run_1/congestion_map.png
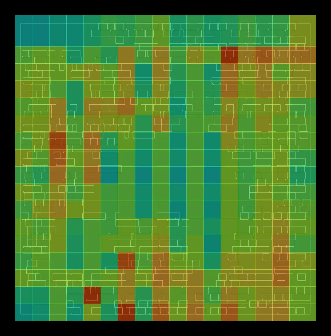
run_1/ff_map.png
The bar under the picture is 20 um long. Other sequential cells in the stronger gray, the rest of the logic in the fainter gray.
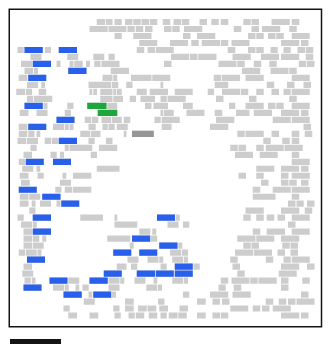
run_1/gates.png
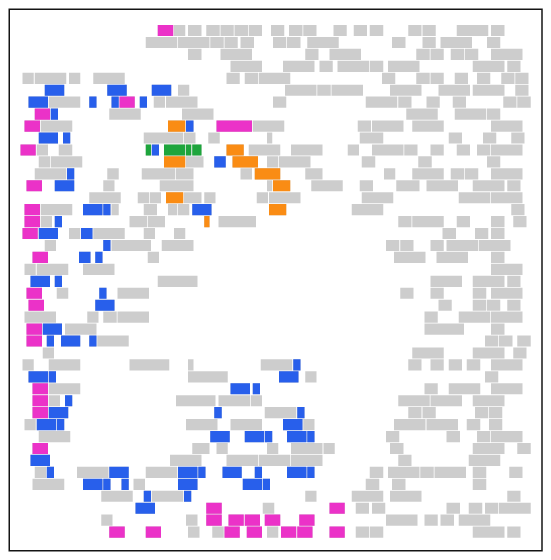
`src/rtl/axi_arb_pkg.sv`:
```
// axi_arb_pkg: shared types and constants for the AXI read arbiter slice.
//   arb_state_e      - arbiter FSM states (IDLE, ADDR, RESP)
//   REQ_IF / REQ_LS  - requester ids (instruction fetch, load/store)
//   ADDR_W_DEF / DATA_W_DEF - default address / data widths
package axi_arb_pkg;

  localparam int unsigned ADDR_W_DEF = 32;
  localparam int unsigned DATA_W_DEF = 64;

  typedef enum logic [1:0] {
    IDLE = 2'd0,
    ADDR = 2'd1,
    RESP = 2'd2
  } arb_state_e;

  localparam logic REQ_IF = 1'b0;
  localparam logic REQ_LS = 1'b1;

endpackage

```
`src/rtl/arb_pick2.sv`:
```
// arb_pick2: combinational two-way request picker.
//   req[1:0]    in  - request vector, bit REQ_IF = fetch, bit REQ_LS = load/store
//   last_grant  in  - id of the most recently completed owner
//   gnt_valid   out - some request is present
//   gnt_id      out - id of the winner
// Tie policy: macro ARB_ROUND_ROBIN_EN selects alternation (winner is the
// requester that did not win last); otherwise load/store wins every tie.
module arb_pick2
  import axi_arb_pkg::*;
(
  input  logic [1:0] req,
  input  logic       last_grant,
  output logic       gnt_valid,
  output logic       gnt_id
);

`ifndef ARB_ROUND_ROBIN_EN
  // last_grant is tracked by the parent regardless of policy; fixed priority ignores it.
  logic unused_last_grant;
  assign unused_last_grant = last_grant;
`endif

  always_comb begin
    gnt_valid = |req;
    gnt_id    = REQ_IF;
    if (req == 2'b11) begin
`ifdef ARB_ROUND_ROBIN_EN
      gnt_id = ~last_grant;
`else
      gnt_id = REQ_LS;
`endif
    end else if (req[REQ_LS]) begin
      gnt_id = REQ_LS;
    end
  end

endmodule

```
`src/rtl/axi_read_arbiter.sv`:
```
// axi_read_arbiter: shares one AXI read channel between instruction fetch
// (io_if_*) and load/store (io_ls_*), one outstanding transaction at a time.
//   clock, reset              - single clock, synchronous active-high reset
//   io_if_* / io_ls_*         - requester AR (araddr/arvalid/arready) and
//                               R (rvalid/rready/rdata) handshakes
//   io_mem_*                  - AXI read address / read data towards memory
// The winner's address is latched at grant; the response goes to the owner only.
// Optional macro ARB_ROUND_ROBIN_EN: round-robin tie-breaking (default: LSU wins ties).
module axi_read_arbiter
  import axi_arb_pkg::*;
#(
  parameter int unsigned ADDR_W = ADDR_W_DEF,
  parameter int unsigned DATA_W = DATA_W_DEF
) (
  input  logic              clock,
  input  logic              reset,
  input  logic [ADDR_W-1:0] io_if_araddr,
  input  logic              io_if_arvalid,
  output logic              io_if_arready,
  output logic              io_if_rvalid,
  input  logic              io_if_rready,
  output logic [DATA_W-1:0] io_if_rdata,
  input  logic [ADDR_W-1:0] io_ls_araddr,
  input  logic              io_ls_arvalid,
  output logic              io_ls_arready,
  output logic              io_ls_rvalid,
  input  logic              io_ls_rready,
  output logic [DATA_W-1:0] io_ls_rdata,
  output logic [ADDR_W-1:0] io_mem_araddr,
  output logic              io_mem_arvalid,
  input  logic              io_mem_arready,
  input  logic              io_mem_rvalid,
  output logic              io_mem_rready,
  input  logic [DATA_W-1:0] io_mem_rdata
);

  arb_state_e        state, state_nxt;
  logic              owner;
  logic              last_grant;
  logic [ADDR_W-1:0] addr_q;
  logic              gnt_valid;
  logic              gnt_id;
  logic              owner_rready;
  logic              grant;
  logic              resp_done;

  arb_pick2 u_pick (
    .req        ({io_ls_arvalid, io_if_arvalid}),
    .last_grant (last_grant),
    .gnt_valid  (gnt_valid),
    .gnt_id     (gnt_id)
  );

  assign owner_rready = (owner == REQ_LS) ? io_ls_rready : io_if_rready;
  assign grant        = (state == IDLE) && gnt_valid;
  assign resp_done    = (state == RESP) && io_mem_rvalid && owner_rready;

  always_ff @(posedge clock) begin
    if (reset) begin
      state      <= IDLE;
      owner      <= REQ_IF;
      addr_q     <= '0;
      last_grant <= REQ_LS;
    end else begin
      state <= state_nxt;
      if (grant) begin
        owner  <= gnt_id;
        addr_q <= (gnt_id == REQ_LS) ? io_ls_araddr : io_if_araddr;
      end
      if (resp_done) begin
        last_grant <= owner;
      end
    end
  end

  always_comb begin
    state_nxt      = state;
    io_if_arready  = 1'b0;
    io_ls_arready  = 1'b0;
    io_if_rvalid   = 1'b0;
    io_ls_rvalid   = 1'b0;
    io_if_rdata    = '0;
    io_ls_rdata    = '0;
    io_mem_arvalid = 1'b0;
    io_mem_araddr  = addr_q;
    io_mem_rready  = 1'b0;

    case (state)
      IDLE: begin
        if (gnt_valid) begin
          io_if_arready = (gnt_id == REQ_IF);
          io_ls_arready = (gnt_id == REQ_LS);
          state_nxt     = ADDR;
        end
      end
      ADDR: begin
        io_mem_arvalid = 1'b1;
        if (io_mem_arready) begin
          state_nxt = RESP;
        end
      end
      RESP: begin
        io_mem_rready = owner_rready;
        if (owner == REQ_LS) begin
          io_ls_rvalid = io_mem_rvalid;
          io_ls_rdata  = io_mem_rdata;
        end else begin
          io_if_rvalid = io_mem_rvalid;
          io_if_rdata  = io_mem_rdata;
        end
        if (resp_done) begin
          state_nxt = IDLE;
        end
      end
      default: state_nxt = IDLE;
    endcase
  end

endmodule

```
`config.mk`:
```
export PLATFORM = sky130hd
export DESIGN_NAME = axi_read_arbiter
export DESIGN_NICKNAME = d
export VERILOG_FILES = /design/src/rtl/axi_arb_pkg.sv /design/src/rtl/arb_pick2.sv /design/src/rtl/axi_read_arbiter.sv
export SDC_FILE = /design/constraint.sdc
export NUM_CORES = 1
export LEC_CHECK = 0
export ABC_AREA = 0
export CORE_AREA = 2 2 119 121
export CTS_CLUSTER_SIZE = 20
export DETAILED_ROUTE_END_ITERATION = 7
export DIE_AREA = 0 0 121 123
export DONT_BUFFER_PORTS = 1
export GPL_ROUTABILITY_DRIVEN = 0
export HOLD_SLACK_MARGIN = 0.12
export PLACE_DENSITY = 0.31
export SLEW_MARGIN = 40
export SYNTH_ARGS = -nofsm -noshare
export SYNTH_HDL_FRONTEND = slang
export SYNTH_SLANG_ARGS = --single-unit
```
`constraint.sdc`:
```
create_clock -name clock -period 1.32 [get_ports clock]
set_input_delay 0.198 -clock clock [delete_from_list [all_inputs] [get_ports clock]]
set_output_delay 0.198 -clock clock [all_outputs]
set_load 0.1 [all_outputs]
```
==> flow_metrics.tcl, run 1 <==
# implementation run metrics
set metrics [dict create \
    status "finished with violations" \
    failed_checks "hold timing, setup timing" \
    n_antenna_cell 0 \
    synthesis.area_per_instance_sq_um 8.475 \
    initial_antenna_violation_count 0 \
    critical_path_required_ns 1.12 \
    total_leakage_power_nw 2.259 \
    site_row_count 43 \
    violation_tally_from_detailed_route_iteration_zero 74 \
    cells_along_the_critical_path "nand2b_4, nor2_4, buf_12, clkbuf_16, and2_4, buf_12" \
    critical-path-slowest-cell "dfxtp_2" \
    synth.cellmix.adderShare_pct 0 \
    fin_crit_sh_pct 130.4 \
    drv_slew 0 \
    max-cap-violations 0 \
    route.detailed.vias_per_inst 4.431 \
    tritoncts "yes" \
    irDropWorstVdd_mv 0.6725 \
    worst_slew_margin_rel_pct 79.77 \
    timing.final.ws_setup_ns -0.4011 \
    post-synth-top-area-fraction_pct 30.32 \
    yosysMostFrequentCell "and2_1" \
    worst_hold_slack_ns -0.02775 \
    power.density_nw_per_um2 996.2 \
    die_h_um 123 \
    postSynthCellCount 314 \
    worst_skew_pair.late_latency_ns 0.28 \
    cts_buffers 5 \
    and_or_or_and_share_of_the_synthesized_area_pct 21.63 \
    synth-xor-area-share_pct 0 \
    critical_path_buf_inv_count 3 \
    dr_total_vias 2685 \
    clk_root_buffer_cell "clkbuf_16" \
    final-setup-viol-count 134 \
    stage_log_warnings 31 \
    postRouteWirelength_um 11740 \
    setup.worst_path.class "register to primary output" \
    synth.yosys.num_cells 314 \
    reg2reg_slack_ns 0.04 \
    hold_viol 35 \
    final_cell_mix "and2_4, buf_12, buf_4" \
    cts.clk_slew.worst_paths_ns 0.06 \
    yosys-stat-area_sq_um 2661 \
]
## Picture notes: congestion_map.png
utilization after layout: 39.43%
met3 track demand over resource in global routing: 3.552%

## Picture notes: ff_map.png
| netlist name | color | flops |
|---|---|---|
| io_mem_araddr | blue | 32 |
| state | green | 2 |
flip-flop and latch share of the layout cell area: 13.17%
storage element area: 706.9 sq um
Seq group: 1.26 mW

## Picture notes: gates.png
| family | color | cells | most used |
|---|---|---|---|
| aoi and oai cells | blue | 68 | a21oi_1 |
| mux cells | magenta | 33 | mux2i_1 |
| nand cells | green | 4 | nand2_1 |
| nor cells | orange | 9 | nor2_4 |
logic gate fraction of the total cell area: 41.35%
most common logic cell in the routed design: and2_4
non-filler cells in the finished layout: 606

## run 1: layer usage
metal / GRT usage (%) / vias to the layer above / part of all wire, %
li1: - / 1276 / -
met1: 15.88 / 1249 / 36
met2: 25.77 / 152 / 54
met3: 3.552 / 8 / 8.6
met4: 2.834 / 0 / 0.72
met5: 0 / - / 0
## run 1: layout make-up
type	instances	area, sq um
Fill cell	1316	8244
Multi-Input combinational cell	247	2220
Timing Repair Buffer	134	2067
Sequential cell	35	706.9
Tap cell	180	225.2
Clock buffer	6	128.9
Clock inverter	2	12.51
Inverter	2	7.507
## run 1: registers in the layout, summed over array words and instances, names as in the netlist
register,count
io_mem_araddr,32
state,2
owner,1
## run 1: final timing paths
check | from | end | depth (start not counted)
worst max-delay path | state[0] | io_if_rdata[8] | 6
worst min-delay path | reset | io_mem_araddr[22] | 1
worst max register to register | state[1] | owner | 5
worst min register to register | io_mem_araddr[3] | io_mem_araddr[3] | 2
## run 1: report_power, final
group / leakage [nW] / total (mW) / switching, mW / internal [mW]
logic: 1.90 / 2.92 / 2.02 / 0.901
registers: 0.292 / 1.26 / 0.0741 / 1.19
clock network: 0.0669 / 1.16 / 0.466 / 0.697
## run 1: through the flow
| stage | utilization [%] | cell area, sq um | power [mW] | setup slack (ns) |
|---|---|---|---|---|
| after floorplan | - | 3123 | 3.460 | -0.2064 |
| after global placement | 36.49 | 4967 | 4.024 | -0.1390 |
| after detailed placement | 36.49 | 4967 | 4.032 | -0.1718 |
| after CTS | 38.02 | 5175 | 5.270 | -0.4025 |
| after global routing | 39.43 | 5368 | 5.553 | -0.4587 |
| final | 39.43 | 5368 | 5.347 | -0.4011 |
--- run 2 (diff from run 1) ---
--- a/config.mk
+++ b/config.mk
@@ -6,8 +6,8 @@
 export NUM_CORES = 1
 export LEC_CHECK = 0
 export ABC_AREA = 0
+export ABC_CLOCK_PERIOD_IN_PS = 1320
 export CORE_AREA = 2 2 119 121
-export CTS_CLUSTER_SIZE = 20
 export DETAILED_ROUTE_END_ITERATION = 7
 export DIE_AREA = 0 0 121 123
 export DONT_BUFFER_PORTS = 1
run_2/layers.png
Two of the layers only.
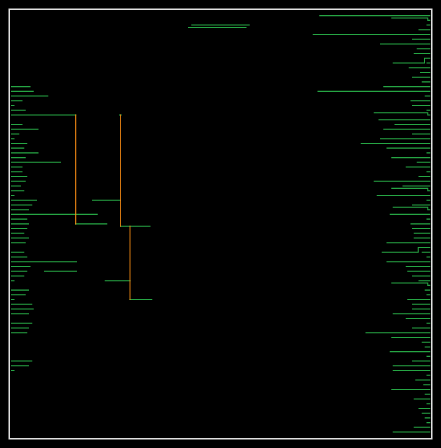
| layer | color | wire length |
|---|---|---|
| M4 | orange | 84.3 um |
| M3 | green | 1010 um |
total number of vias: 2685
total wire length after detailed routing: 11740 um

run_2/gates.png
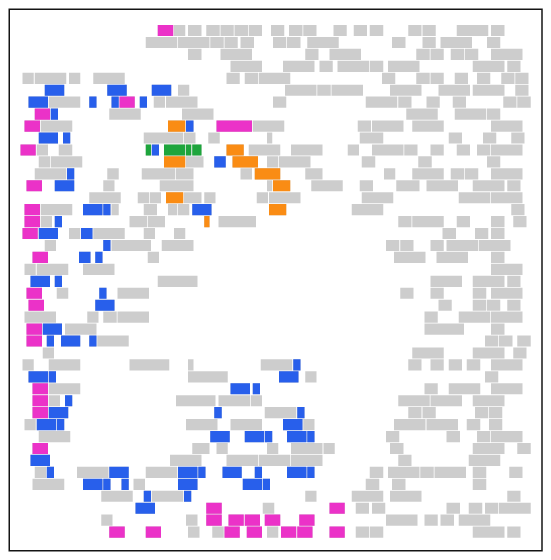
| family | color | cells | most used |
|---|---|---|---|
| nand cells | green | 4 | nand2_1 |
| mux cells | magenta | 33 | mux2i_1 |
| nor cells | orange | 9 | nor2_4 |
| aoi and oai cells | blue | 68 | a21oi_1 |

==> run 2 against run 1 <==
Compared with the run above: the run still ends with hold timing, setup timing left; synthesized cell count is the same; wire length is the same; clock power is essentially flat; power is the same; hold slack is the same; count of clock-buffer cells in the layout is the same; critical path depth is the same; via count is the same; area after synthesis is the same; global-route usage is the same; first-iteration DRC count is the same; critical endpoint unchanged; largest cell class unchanged; highest routed layer unchanged.
==> flow_metrics.tcl, run 2 <==
# implementation run metrics
set metrics [dict create \
    status "finished with violations" \
    failed_checks "hold timing, setup timing" \
    register_area_sq_um 706.9 \
    total_power_mw 5.347 \
    power.share.combinational_pct 54.6 \
    critical-path-slowest-cell "dfxtp_2" \
    synth.cell_area_sq_um 2661 \
    max_slew.worst_pin.slew_ns 0.3049 \
    seq_power_share_pct 23.6 \
    cts.clk_slew.worst_paths_ns 0.06 \
    drv_slew 0 \
    yosysMostFrequentCell "and2_1" \
    n_antenna_cell 0 \
    irDropWorstVdd_mv 0.6725 \
    final-setup-viol-count 134 \
    tritoncts "yes" \
    layout_top_cell_excl_fill_tap "and2_4" \
    cts_buffers 5 \
    fin_crit_sh_pct 130.4 \
    worst_hold_slack_ns -0.02775 \
    grt_pass1_wl_um 15960 \
    finish.cell_count_without_fillers 606 \
    synth.yosys.num_cells 314 \
    total_leakage_power_nw 2.259 \
    power_switching_share_pct 47.87 \
    yosys-stat-area_sq_um 2661 \
    share_clk_of_total_power_pct 21.7 \
    critical_path_required_ns 1.12 \
    hold_viol 35 \
    vias_in_the_first_global_route 2586 \
    net-switching-power_mw 2.560 \
    initial_antenna_violation_count 0 \
    finish.utilization_pct 39.43 \
    setup.worst_path.class "register to primary output" \
    finalInstanceArea_sq_um 5368 \
    route.detailed.vias_per_inst 4.431 \
    postSynthCellCount 314 \
    largest_reg_flops 32 \
    reg2reg_slack_ns 0.04 \
    stage_log_warnings 31 \
    critical_path_buf_inv_count 3 \
    die_h_um 123 \
    layout.area.comb_sq_um 2220 \
    worst_slew_margin_rel_pct 79.77 \
    cellInternalPower_mw 2.787 \
    max-cap-violations 0 \
    timing.final.ws_setup_ns -0.4011 \
    area_of_placed_instances_sq_um 4967 \
    cells_along_the_critical_path "nand2b_4, nor2_4, buf_12, clkbuf_16, and2_4, buf_12" \
    syn2layout_area_growth_pct 101.7 \
    violation_tally_from_detailed_route_iteration_zero 74 \
    site_row_count 43 \
    ctsHtreeMaxLevel 2 \
    power.density_nw_per_um2 996.2 \
    worst_skew_pair.late_latency_ns 0.28 \
    clk_root_buffer_cell "clkbuf_16" \
    final_cell_mix "and2_4, buf_12, buf_4" \
    synthesis.area_per_instance_sq_um 8.475 \
    post-synth-top-area-fraction_pct 30.32 \
    number_of_filler_instances_in_the_final_layout 1316 \
    pre_cts_slack_ns -0.1718 \
]
run_2/congestion_map.png
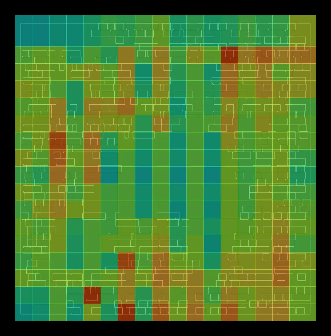
most used routing layer in global routing: met2
global routing usage summed across all routing layers: 13.82%

## run 2: what timing repair did
action	CTS	global route
buffers inserted	5	7
resized	9	12
gates cloned	1	3
hold endpoints to repair	35	35
endpoints found under the setup margin	165	159
pin swaps	45	17
## run 2: power by group through the flow
stage	Combinational, mW	Clock [mW]	Sequential [mW]
floorplan	1.30	0	2.16
global placement	2.74	0	1.28
detailed placement	2.75	0	1.29
CTS	2.81	1.20	1.26
global route	3.02	1.25	1.28
finish	2.92	1.16	1.26
## run 2: kinds of logic (layout without fill, tap and decap cells)
group / count (synthesis) / in the layout / share of synthesized area (%)
simple gates: 145 / 146 / 33.43
buf+inv: 33 / 144 / 6.205
compound gates: 68 / 68 / 21.63
mux: 33 / 33 / 12.41
flops: 35 / 35 / 26.33
## run 2: final timing paths
| check | end | start | cells past startpoint |
|---|---|---|---|
| worst min-delay path | io_mem_araddr[22] | reset | 1 |
| worst min register to register | io_mem_araddr[3] | io_mem_araddr[3] | 2 |
| worst max register to register | owner | state[1] | 5 |
| worst max-delay path | io_if_rdata[8] | state[0] | 6 |
## run 2: final cells by class
type                    count  share of cell area, %
multi-input cells         247                  41.35
repair buffers            134                  38.51
flip-flops and latches     35                  13.17
well taps                 180                  4.196
clock buffers               6                  2.401
clock inverters             2                 0.2331
inverters                   2                 0.1399
## run 2: layer usage
metal	vias to the layer above	share of wire (%)	track usage (%)
met5	-	0	0
met4	0	0.72	2.834
met3	8	8.6	3.552
met2	152	54	25.77
met1	1249	36	15.88
li1	1276	-	-
## run 2: worst reg2reg max path: cells and delay by family (launching register included)
| kind | cells | cell delay (ns) |
|---|---|---|
| AOI/OAI and AO/OA | 1 | 0.10 |
| buffers and inverters | 2 | 0.28 |
| DFF | 1 | 0.34 |
| and+or+nand+nor | 2 | 0.46 |
--- run 3 (diff from run 2) ---
--- a/config.mk
+++ b/config.mk
@@ -14,7 +14,7 @@
 export GPL_ROUTABILITY_DRIVEN = 0
 export HOLD_SLACK_MARGIN = 0.12
 export PLACE_DENSITY = 0.31
-export SLEW_MARGIN = 40
+export SLEW_MARGIN = 30
 export SYNTH_ARGS = -nofsm -noshare
 export SYNTH_HDL_FRONTEND = slang
 export SYNTH_SLANG_ARGS = --single-unit
run_3/sizing.png
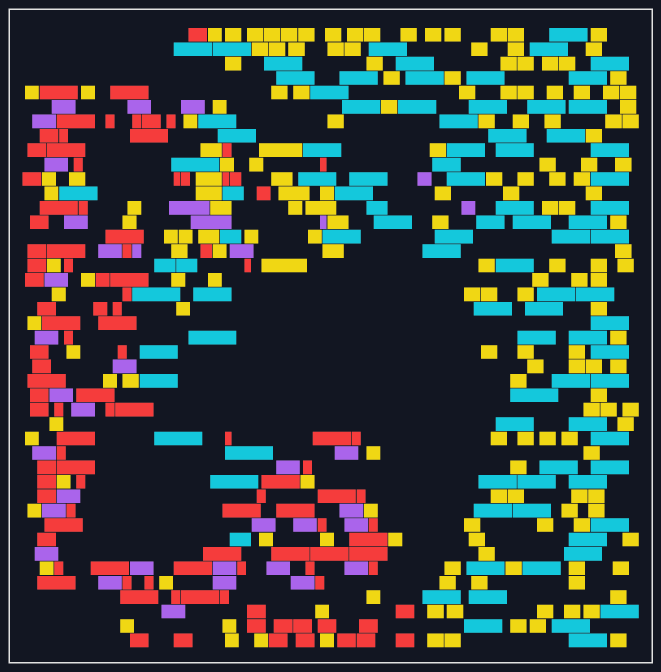
| size | color | cells |
|---|---|---|
| x1 and smaller | red | 108 |
| x6 and larger | cyan | 94 |
| x2 | purple | 37 |
| x3 and x4 | yellow | 187 |
area overhead of the layout relative to synthesis: 101.7%
post-layout instance area: 5368 sq um
setup slack of the critical path after layout: -0.4011 ns

run_3/layers.png
Two of the layers only.
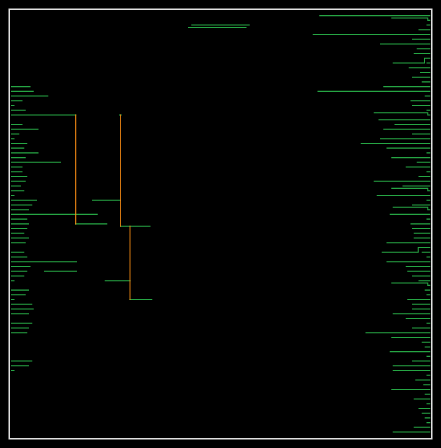
| layer | color | wire length |
|---|---|---|
| M3 | green | 1010 um |
| M4 | orange | 84.3 um |
per-cell routed wire length: 19.36 um

==> run 3 against run 2 <==
Compared with the run above: the run still ends with hold timing, setup timing left; non-clock buffer count stayed put; maximum frequency unchanged; hold slack unchanged; power is the same; wire length unchanged; die area stayed put; synthesized cell count is the same; sequential power barely moved; critical endpoint unchanged; largest power group unchanged.
==> flow_metrics.tcl, run 3 <==
# implementation run metrics
set metrics [dict create \
    worst_skew_pair.late_latency_ns 0.28 \
    timing.final.ws_setup_ns -0.4011 \
    gr-usage-met1_pct 15.88 \
    pre_cts_slack_ns -0.1718 \
    layout.clock.cell_area_share_pct 2.634 \
    critical_path_buf_inv_count 3 \
    seq_share_pct 13.17 \
    irDropWorstVdd_mv 0.6725 \
    final_cell_mix "and2_4, buf_12, buf_4" \
    top_signal_layer_used "met4" \
    groute.layer.met3.usage_pct 3.552 \
    global_routing_usage_summed_across_all_routing_layers_pct 13.82 \
    stage_log_warnings 31 \
    status "finished with violations" \
    post-synth-top-area-fraction_pct 30.32 \
    layout_top_cell_excl_fill_tap "and2_4" \
    reg2reg_to "owner" \
    hold_viol 35 \
    dr_total_vias 2685 \
    yosysMostFrequentCell "and2_1" \
    met1_length_um 4247 \
    ctsHtreeMaxLevel 2 \
    cells_along_the_critical_path "nand2b_4, nor2_4, buf_12, clkbuf_16, and2_4, buf_12" \
    drv_slew 0 \
    register_area_sq_um 706.9 \
    yosys-stat-area_sq_um 2661 \
    tritoncts "yes" \
    worst_hold_slack_ns -0.02775 \
    timing.hold.worst_endpoint "io_mem_araddr[22]" \
    num_tap_cells 180 \
    layout.buffer.nonclock.area_share_pct 38.51 \
    comb-cell-share_pct 41.35 \
    power.density_nw_per_um2 996.2 \
    critical_path_required_ns 1.12 \
    vias_in_the_first_global_route 2586 \
    holdPathStages 1 \
    largest_reg_flops 32 \
    leading_cell_kind "logic gates" \
    cts.clk_slew.worst_paths_ns 0.06 \
    routed-wl-met3_um 1012 \
    total_number_of_multi_input_combinational_cells 247 \
    synth.cell_area_sq_um 2661 \
    worst_slew_margin_rel_pct 79.77 \
    fin_crit_sh_pct 130.4 \
    wl_met2_um 6391 \
    num-nonclk-buffers 134 \
    final-setup-viol-count 134 \
    cts_buffers 5 \
    critical-path-slowest-cell "dfxtp_2" \
    postRouteWirelength_um 11740 \
    failed_checks "hold timing, setup timing" \
    initial_antenna_violation_count 0 \
    cts_resized 9 \
    timing.hold.worst.start "reset" \
    max_slew.worst_pin.slew_ns 0.3049 \
]
run_3/gates.png
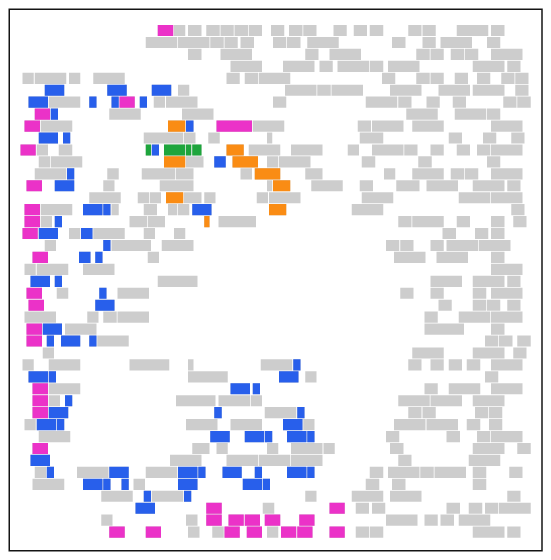
| family | color | cells | most used |
|---|---|---|---|
| nand cells | green | 4 | nand2_1 |
| nor cells | orange | 9 | nor2_4 |
| aoi and oai cells | blue | 68 | a21oi_1 |
| mux cells | magenta | 33 | mux2i_1 |

[run 3: cell counts after synthesis]
No cell type changed its count.
[run 3: where the power goes]
part	internal, mW	switching, mW	total, mW
clock	0.697	0.466	1.16
sequential	1.19	0.0741	1.26
combinational	0.901	2.02	2.92
total	2.79	2.56	5.35
[run 3: how the worst max path moves through the flow]
stage                     startpoint          endpoint  slack, ns  cells past startpoint
after detailed placement    state[1]  io_mem_araddr[2]      -0.17                      4
after global placement      state[1]  io_mem_araddr[3]      -0.14                      4
after floorplan             state[0]      io_ls_rvalid      -0.21                      2
after global routing        state[0]    io_if_rdata[6]      -0.46                      6
after CTS                   state[0]    io_if_rdata[2]      -0.40                      5
final                       state[0]    io_if_rdata[8]      -0.40                      6
[run 3: per-stage QoR]
stage | cell area, sq um | power (mW) | utilization [%] | hold WS (ns) | std cells
6_report | 5368 | 5.347 | 39.43 | -0.02775 | 606
5_1_grt | 5368 | 5.553 | 39.43 | -0.03725 | 606
4_1_cts | 5175 | 5.270 | 38.02 | -0.03479 | 597
3_5_place_dp | 4967 | 4.032 | 36.49 | 0.2691 | 585
3_3_place_gp | 4967 | 4.024 | 36.49 | 0.2671 | 585
2_1_floorplan | 3123 | 3.460 | - | 0.3265 | 314
[run 3: worst reg2reg max path, cell delays in order (launching register included)]
cell	delay, ns
dfxtp_2	0.34
buf_6	0.13
or3b_4	0.41
buf_4	0.15
a22oi_2	0.10
nor2_1	0.05
[run 3: cells by family (layout without fill, tap and decap cells)]
| kind of cell | Yosys count | after routing | synth area share (%) |
|---|---|---|---|
| simple gates | 145 | 146 | 33.43 |
| compound gates | 68 | 68 | 21.63 |
| flops | 35 | 35 | 26.33 |
| mux | 33 | 33 | 12.41 |
| buf+inv | 33 | 144 | 6.205 |
Power and IR drop assume default switching activity.
